Figure 1. Signal wires on met1.
The bar under the picture is 100 µm long. Cells faint in the background.
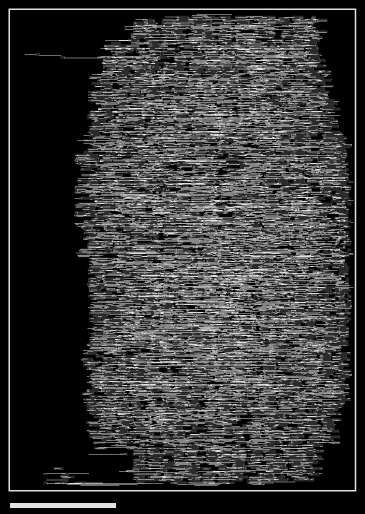
Figure 2. Signal wires on met2.
Cells faint in the background.
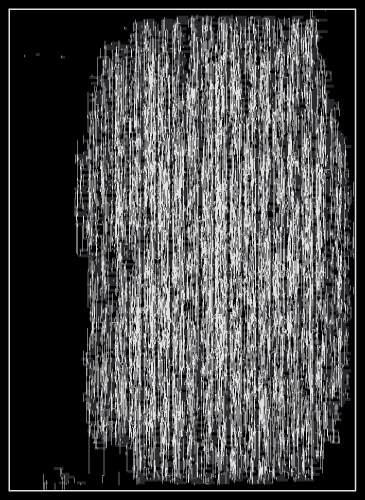
Figure 3. M3 wires.
The bar under the picture is 100 µm long. Cells faint in the background.
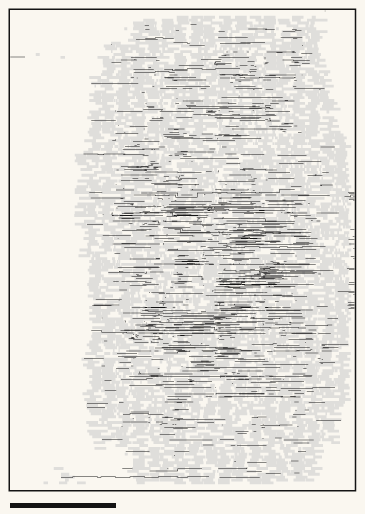
Figure 4. Sequential cells coloured by netlist name.
Other sequential cells in the stronger grey, the rest of the logic in the fainter grey.
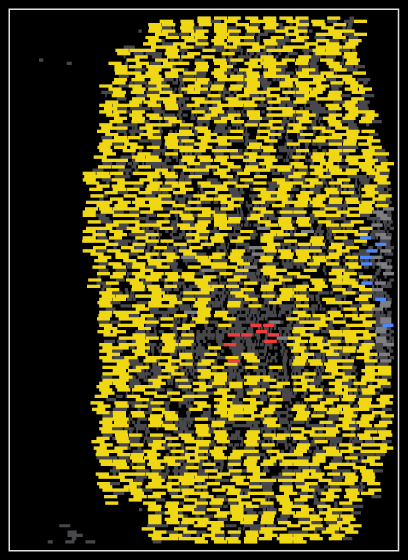
Figure 5. Placement view.
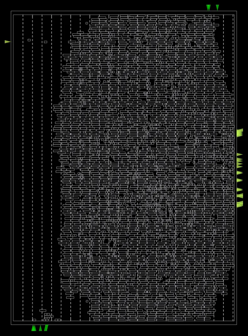
`src/rtl/stereo_half_split_pkg.sv`:
```
// rtl/stereo_half_split_pkg.sv - shared constants and helpers for the stereo half-line splitter
//
// Purpose: split-path latency, default geometry and the column-counter width helper,
//          shared with the disparity stage so it can align its sync signals.
// Ports:   none (package).

package stereo_half_split_pkg;

    // Cycles from a right-half input pixel to the matching output column.
    localparam int SPLIT_LATENCY = 2;

    localparam int DEF_PX_WIDTH   = 8;
    localparam int DEF_HALF_IMG_W = 200;
    localparam int DEF_CHANNELS   = 1;

    // Column counter must reach 2*half_w inclusive (it saturates there).
    function automatic int col_width(input int half_w);
        return $clog2(2 * half_w + 1);
    endfunction

    // Line RAM address width; never below one bit.
    function automatic int addr_width(input int depth);
        return (depth > 1) ? $clog2(depth) : 1;
    endfunction

endpackage

```
`src/rtl/stereo_half_split_line_ram.sv`:
```
// rtl/stereo_half_split_line_ram.sv - simple dual-port line buffer holding the left half line
//
// Purpose: stores the left half of a line so each left pixel can be replayed alongside
//          the right pixel of the same column.
// Ports:   clk          clock
//          we, waddr    write enable / address (left-half column)
//          wdata        pixel to store
//          re, raddr    read enable / address (right-half column minus half width)
//          rdata        registered read data, valid the cycle after re

module stereo_half_split_line_ram
    import stereo_half_split_pkg::*;
#(
    parameter int DEPTH = DEF_HALF_IMG_W,
    parameter int WIDTH = DEF_PX_WIDTH,
    parameter int AW    = addr_width(DEF_HALF_IMG_W)
) (
    input  logic             clk,
    input  logic             we,
    input  logic [AW-1:0]    waddr,
    input  logic [WIDTH-1:0] wdata,
    input  logic             re,
    input  logic [AW-1:0]    raddr,
    output logic [WIDTH-1:0] rdata
);

    logic [WIDTH-1:0] mem [DEPTH];

    // Write and read never target the same address in one cycle: the left half
    // is fully written before the right half starts reading it back.
    always_ff @(posedge clk) begin
        if (we) begin
            mem[waddr] <= wdata;
        end
        if (re) begin
            rdata <= mem[raddr];
        end
    end

endmodule

```
`src/rtl/stereo_half_split.sv`:
```
// rtl/stereo_half_split.sv - splits a side-by-side stereo line into column-aligned L/R streams
//
// Purpose: left half of each line goes into a line RAM; while the right half arrives the
//          left pixel of the same column is read back and both leave together.
//          Frame-synchronous L/R swap, line-length checking and arming after reset.
// Ports:   clk, rst_n                 pixel clock, async active-low reset
//          de_in, h_sync_in, v_sync_in input timing
//          pixel_in                   side-by-side input pixel
//          swap                       exchange outputs, taken at v_sync_in rise
//          clk_out                    clk pass-through
//          de_out                     one pulse per output column
//          h_sync_out, v_sync_out     input syncs delayed by SPLIT_LATENCY
//          pixel_left, pixel_right    column-aligned views, held while de_out=0
//          line_err                   one-cycle pulse for a line of wrong length
//          frame_err                  sticky line error, cleared at v_sync_in rise

module stereo_half_split
    import stereo_half_split_pkg::*;
#(
    parameter int HALF_IMG_W = DEF_HALF_IMG_W,
    parameter int PX_WIDTH   = DEF_PX_WIDTH,
    parameter int CHANNELS   = DEF_CHANNELS
) (
    input  logic                         clk,
    input  logic                         rst_n,
    input  logic                         de_in,
    input  logic                         h_sync_in,
    input  logic                         v_sync_in,
    input  logic [CHANNELS*PX_WIDTH-1:0] pixel_in,
    input  logic                         swap,
    output logic                         clk_out,
    output logic                         de_out,
    output logic                         h_sync_out,
    output logic                         v_sync_out,
    output logic [CHANNELS*PX_WIDTH-1:0] pixel_left,
    output logic [CHANNELS*PX_WIDTH-1:0] pixel_right,
    output logic                         line_err,
    output logic                         frame_err
);

    localparam int DW = CHANNELS * PX_WIDTH;
    localparam int CW = col_width(HALF_IMG_W);
    localparam int AW = addr_width(HALF_IMG_W);

    localparam logic [CW-1:0] HALF = CW'(HALF_IMG_W);
    localparam logic [CW-1:0] FULL = CW'(2 * HALF_IMG_W);

    // Column counter and line-length tracking
    logic [CW-1:0] col;
    logic          col_ovf;     // de_in seen after col saturated: line too long
    logic          de_q;
    logic          v_sync_q;

    // Frame state
    logic          armed;
    logic          swap_q;

    // Split pipeline
    logic          rd_valid;
    logic [DW-1:0] right_q;
    logic [DW-1:0] ram_rdata;

    logic [SPLIT_LATENCY-1:0] hs_d;
    logic [SPLIT_LATENCY-1:0] vs_d;

    logic          de_fall;
    logic          vs_rise;
    logic          in_left;
    logic          in_right;
    logic          line_bad;
    logic [AW-1:0] waddr;
    logic [AW-1:0] raddr;

    assign clk_out = clk;

    always_comb begin
        de_fall  = de_q & ~de_in;
        vs_rise  = v_sync_in & ~v_sync_q;
        in_left  = de_in && (col < HALF);
        in_right = de_in && (col >= HALF) && (col < FULL);
        // At the falling edge col holds the number of de cycles (saturated);
        // col_ovf distinguishes an exact line from a longer one.
        line_bad = de_fall && ((col != FULL) || col_ovf);
        waddr    = AW'(col);
        raddr    = AW'(col - HALF);
    end

    stereo_half_split_line_ram #(
        .DEPTH (HALF_IMG_W),
        .WIDTH (DW),
        .AW    (AW)
    ) u_line_ram (
        .clk   (clk),
        .we    (in_left),
        .waddr (waddr),
        .wdata (pixel_in),
        .re    (in_right),
        .raddr (raddr),
        .rdata (ram_rdata)
    );

    always_ff @(posedge clk or negedge rst_n) begin
        if (!rst_n) begin
            col     <= '0;
            col_ovf <= 1'b0;
        end else if (de_fall) begin
            col     <= '0;
            col_ovf <= 1'b0;
        end else if (de_in) begin
            if (col != FULL) begin
                col <= col + CW'(1);
            end else begin
                col_ovf <= 1'b1;
            end
        end
    end

    always_ff @(posedge clk or negedge rst_n) begin
        if (!rst_n) begin
            de_q      <= 1'b0;
            v_sync_q  <= 1'b0;
            armed     <= 1'b0;
            swap_q    <= 1'b0;
            line_err  <= 1'b0;
            frame_err <= 1'b0;
        end else begin
            de_q     <= de_in;
            v_sync_q <= v_sync_in;
            if (vs_rise) begin
                armed  <= 1'b1;
                swap_q <= swap;
            end
            line_err <= line_bad;
            // A line error landing on the frame boundary belongs to the new frame.
            if (line_bad) begin
                frame_err <= 1'b1;
            end else if (vs_rise) begin
                frame_err <= 1'b0;
            end
        end
    end

    // Stage 1 lines up the incoming right pixel with the RAM read; stage 2 registers outputs.
    always_ff @(posedge clk or negedge rst_n) begin
        if (!rst_n) begin
            rd_valid    <= 1'b0;
            right_q     <= '0;
            de_out      <= 1'b0;
            pixel_left  <= '0;
            pixel_right <= '0;
        end else begin
            rd_valid <= in_right & armed;
            if (in_right) begin
                right_q <= pixel_in;
            end
            de_out <= rd_valid;
            if (rd_valid) begin
                pixel_left  <= swap_q ? right_q   : ram_rdata;
                pixel_right <= swap_q ? ram_rdata : right_q;
            end
        end
    end

    // Syncs follow the data latency whether or not the block is armed.
    always_ff @(posedge clk or negedge rst_n) begin
        if (!rst_n) begin
            hs_d <= '0;
            vs_d <= '0;
        end else begin
            hs_d <= {hs_d[SPLIT_LATENCY-2:0], h_sync_in};
            vs_d <= {vs_d[SPLIT_LATENCY-2:0], v_sync_in};
        end
    end

    assign h_sync_out = hs_d[SPLIT_LATENCY-1];
    assign v_sync_out = vs_d[SPLIT_LATENCY-1];

endmodule

```
`config.mk`:
```
export PLATFORM = sky130hd
export DESIGN_NAME = stereo_half_split
export DESIGN_NICKNAME = d
export VERILOG_FILES = /design/src/rtl/stereo_half_split_pkg.sv /design/src/rtl/stereo_half_split_line_ram.sv /design/src/rtl/stereo_half_split.sv
export SDC_FILE = /design/constraint.sdc
export NUM_CORES = 1
export LEC_CHECK = 0
export CAP_MARGIN = 25
export CORE_ASPECT_RATIO = 1.4
export CORE_MARGIN = 3
export CORE_UTILIZATION = 45
export CTS_CLUSTER_SIZE = 12
export DETAILED_ROUTE_END_ITERATION = 12
export PLACE_DENSITY = 0.65
export SYNTH_ARGS = -nofsm -noshare
export SYNTH_HDL_FRONTEND = slang
export SYNTH_SLANG_ARGS = --single-unit
export TNS_END_PERCENT = 5
```
`constraint.sdc`:
```
create_clock -name clk -period 2.96 [get_ports clk]
set_input_delay 0.444 -clock clk [delete_from_list [all_inputs] [get_ports clk]]
set_output_delay 0.444 -clock clk [all_outputs]
set_load 0.005 [all_outputs]
```
==> Table 3: Implementation characteristics <==
Physical implementation characteristics

Parameter                              Value

Routing
  # DRC    0
  Antenna Violating Nets Remaining    0
  Routed via count divided by cell count    6.02
  Detailed Route Iter0 Violations    3811

Logic synthesis
  Commonest cells in the netlist    1608 x edfxtp_1, 301 x mux4_2, 277 x nor2_1
  Count of yosys warnings during synthesis    0
  Flip-flop and latch count after synthesis    1653
  Per-instance average area after synthesis    20.0 µm²
  Most popular library cell in the synthesized design by count    edfxtp_1
  Area leader share    74.8%
  Flip-flops with a built-in enable    1608
  Leading cell types by total area after synthesis    edfxtp_1 75%, mux4_2 10%, mux2i_1 3.7%
  Distinct cells, synth    61
  Sequential-to-total area share from yosys stat    76.5%
  Cells after synthesis    3225
  Cell type with the largest total area    edfxtp_1
  Floorplan Nets    3246

Final timing
  Worst Clk Skew    0.0279 ns
  Final Hold Vio Count    0
  Tightest Pin Transition    1.01 ns
  Clock period minus worst slack    3.00 ns
  Setup repair after global routing missed its margin    true
  Number of pins with negative max-slew slack in the final report    0
  Highest Clock Rate    334 MHz
  Worst hold slack    0.0444 ns
  Max-slew headroom    32.8%
  Final setup viols    2
  Cycle use final    101%
  Final worst setup slack    -0.0365 ns

Placed design
  Worst slack, placed    -0.436 ns
  Input/output buffers    35
  Total placed cells including tap cells    5521
  Routability-driven placement congestion ratio    0.898
  DP Area    0.0712 mm²
  Detailed placer's ending HPWL    115 mm

Critical path
  Number of cells on the worst reg-to-reg path    13
  Startpoint of the most critical register-to-register path    col[0]$_DFFE_PN0P_
  Endpoint required time on the critical path    3.61 ns
  Setup slack of the worst register-to-register path    -0.04 ns
  Startpoint-to-endpoint class of the critical path    reg -> reg
  FF-to-FF End    u_line_ram.rdata[7]$_DFFE_PP_
  Maximum net fanout on the critical path    17
  Worst setup path startpoint    col[0]$_DFFE_PN0P_
  Setup crit end kind    flop
  Worst endpoint data arrival time    3.64 ns
  Category of the worst setup path launch point    flop
  CP endpoint    u_line_ram.rdata[7]$_DFFE_PP_

Clock tree
  Post-CTS setup buffer count    29
  Cell resize tally after clock tree synthesis    82
  Clock tree from TritonCTS    built
  Clock transition at the registers of the reported paths    0.06 ns
  Insertion Delay late pin    0.91 ns
  Number of buffers added to fix hold violations after cts    8

Global route
  First-pass GRT wire length    255 mm
  Overall overflow remaining after global route    0
  Vias in the first global route    35300
  Maximum number of pins on one net before global-route repair    83

Die
  Die x size    326 µm
  Die Height    454 µm
  Core ar.    0.142 mm²
  Area of the die    0.148 mm²
  Row count    163
  Floorplan core density    45.6%

Final layout
  Post-synthesis to final-layout area growth    19.1%
  Final instance area    0.0769 mm²
  Fraction of layout instances using a drive strength above 1    30.7%
  Dominant logic cell types in the final layout    1608 x edfxtp_1, 521 x buf_4, 304 x mux4_2, 270 x nor2_1, 230 x mux2i_1
  Most common logic cell in the routed design    edfxtp_1
  Layout fillers    10700
  Final #Nets    3864

Outcome
  Outcome    finished, violations left
  Violations in the final reports    setup timing

Power and ir drop
  Power density relative to cell area    731 mW/mm²
  Max rail drop VDD    685 µV
  Pleak    25.4 nW
  Power, Total    0.0562 W

Run
  Log Warnings    35

Min path
  Number of instances on the worst hold path    1
  Worst hold path startpoint    pixel_in[1]
  Class of the tightest hold or removal check    in -> reg
  Min-Delay Endpoint    u_line_ram.mem[75][1]$_DFFE_PP_
Notes on Figure 1 above:
longest straight run: 109 µm
share of all routed wire: 36%

Notes on Figure 2 above:
wire length on this layer: 90.0 mm
share of all routed wire: 51%
longest straight run: 146 µm
main direction: vertical
nets with wire on the layer: 3414
vias after detailed routing: 34900
met2 capacity usage during global routing: 40.7%
total routed wirelength: 178 mm

Notes on Figure 3 above:
wire length on this layer: 14700 µm
nets with wire on the layer: 534
share of all routed wire: 8.3%
main direction: horizontal
longest straight run: 101 µm
GR met3 Demand/Resource: 4.74%

Notes on Figure 4 above:
legend:
  yellow:
    netlist_name: u_line_ram.mem
    flops: 1600
  red:
    netlist_name: col
    flops: 9
  blue:
    netlist_name: right_q
    flops: 8
    where: right middle
not coloured: 36
flip-flop and latch area: 0.0494 mm²
final standard cell utilization of the core: 54.3%
sequential logic power: 0.0259 W
sequential share of cell area: 64.3%

Notes on Figure 5 above:
total number of tap cells: 1897
count of placed standard cells in the final layout, fillers left out: 5806

critical path, cell delays in order, from the launching register on:
cell	delay [ns]
dfrtp_4	0.45
buf_4	0.13
buf_12	0.13
buf_12	0.19
buf_4	0.17
mux4_2	0.53
nor2_1	0.11
nor2_1	0.05
a221oi_2	0.26
buf_4	0.19
nor3_1	0.06
nor3_2	0.20
buf_4	0.18
o22ai_1	0.07
sequential cells by signal, indices dropped and copies added, names as in the netlist:
register and cells:
armed 1, col 9, col_ovf 1, de_out 1, de_q 1, frame_err 1, hs_d 2, line_err 1
pixel_left 8, pixel_right 8, rd_valid 1, right_q 8, swap_q 1, u_line_ram.mem 1600, u_line_ram.rdata 8, vs_d 2
where the power goes:
group	total, W	switching, W	internal, W
sequential	0.0259	0.0000854	0.0258
clock	0.0185	0.00826	0.0102
combinational	0.0118	0.00680	0.00501
layout make-up:
cell class	count	area, µm²	share of cell area [%]
tap	1897	2370	3.09
antenna	4	10.0	0.0130
sequential	1653	49400	64.3
inverter	6	25.0	0.0325
multi-input combinational	1365	14400	18.8
clock inverter	25	201	0.262
clock buffer	202	4330	5.63
timing repair buffer	654	6120	7.96
cells by family (layout without fill, tap and decap cells):
family | Yosys count | in the layout | share of synthesized area [%]
AND-OR/OR-AND | 325 | 325 | 3.43
AND/OR/NAND/NOR | 460 | 460 | 2.99
other | 0 | 4 | 0
multiplexers | 563 | 563 | 14.9
buffers and inverters | 207 | 887 | 1.92
adder cells (fa/ha/maj) | 7 | 7 | 0.136
flip-flops | 1653 | 1653 | 76.5
XOR/XNOR | 10 | 10 | 0.136
per-layer routing:
layer	vias to the layer above	track usage, %	wire length [µm]
li1	14400	-	-
met1	18300	30.1	64100
met2	1823	40.7	90000
met3	399	4.74	14700
met4	0	11.9	9220
met5	-	0	0
Power and IR drop assume default switching activity.
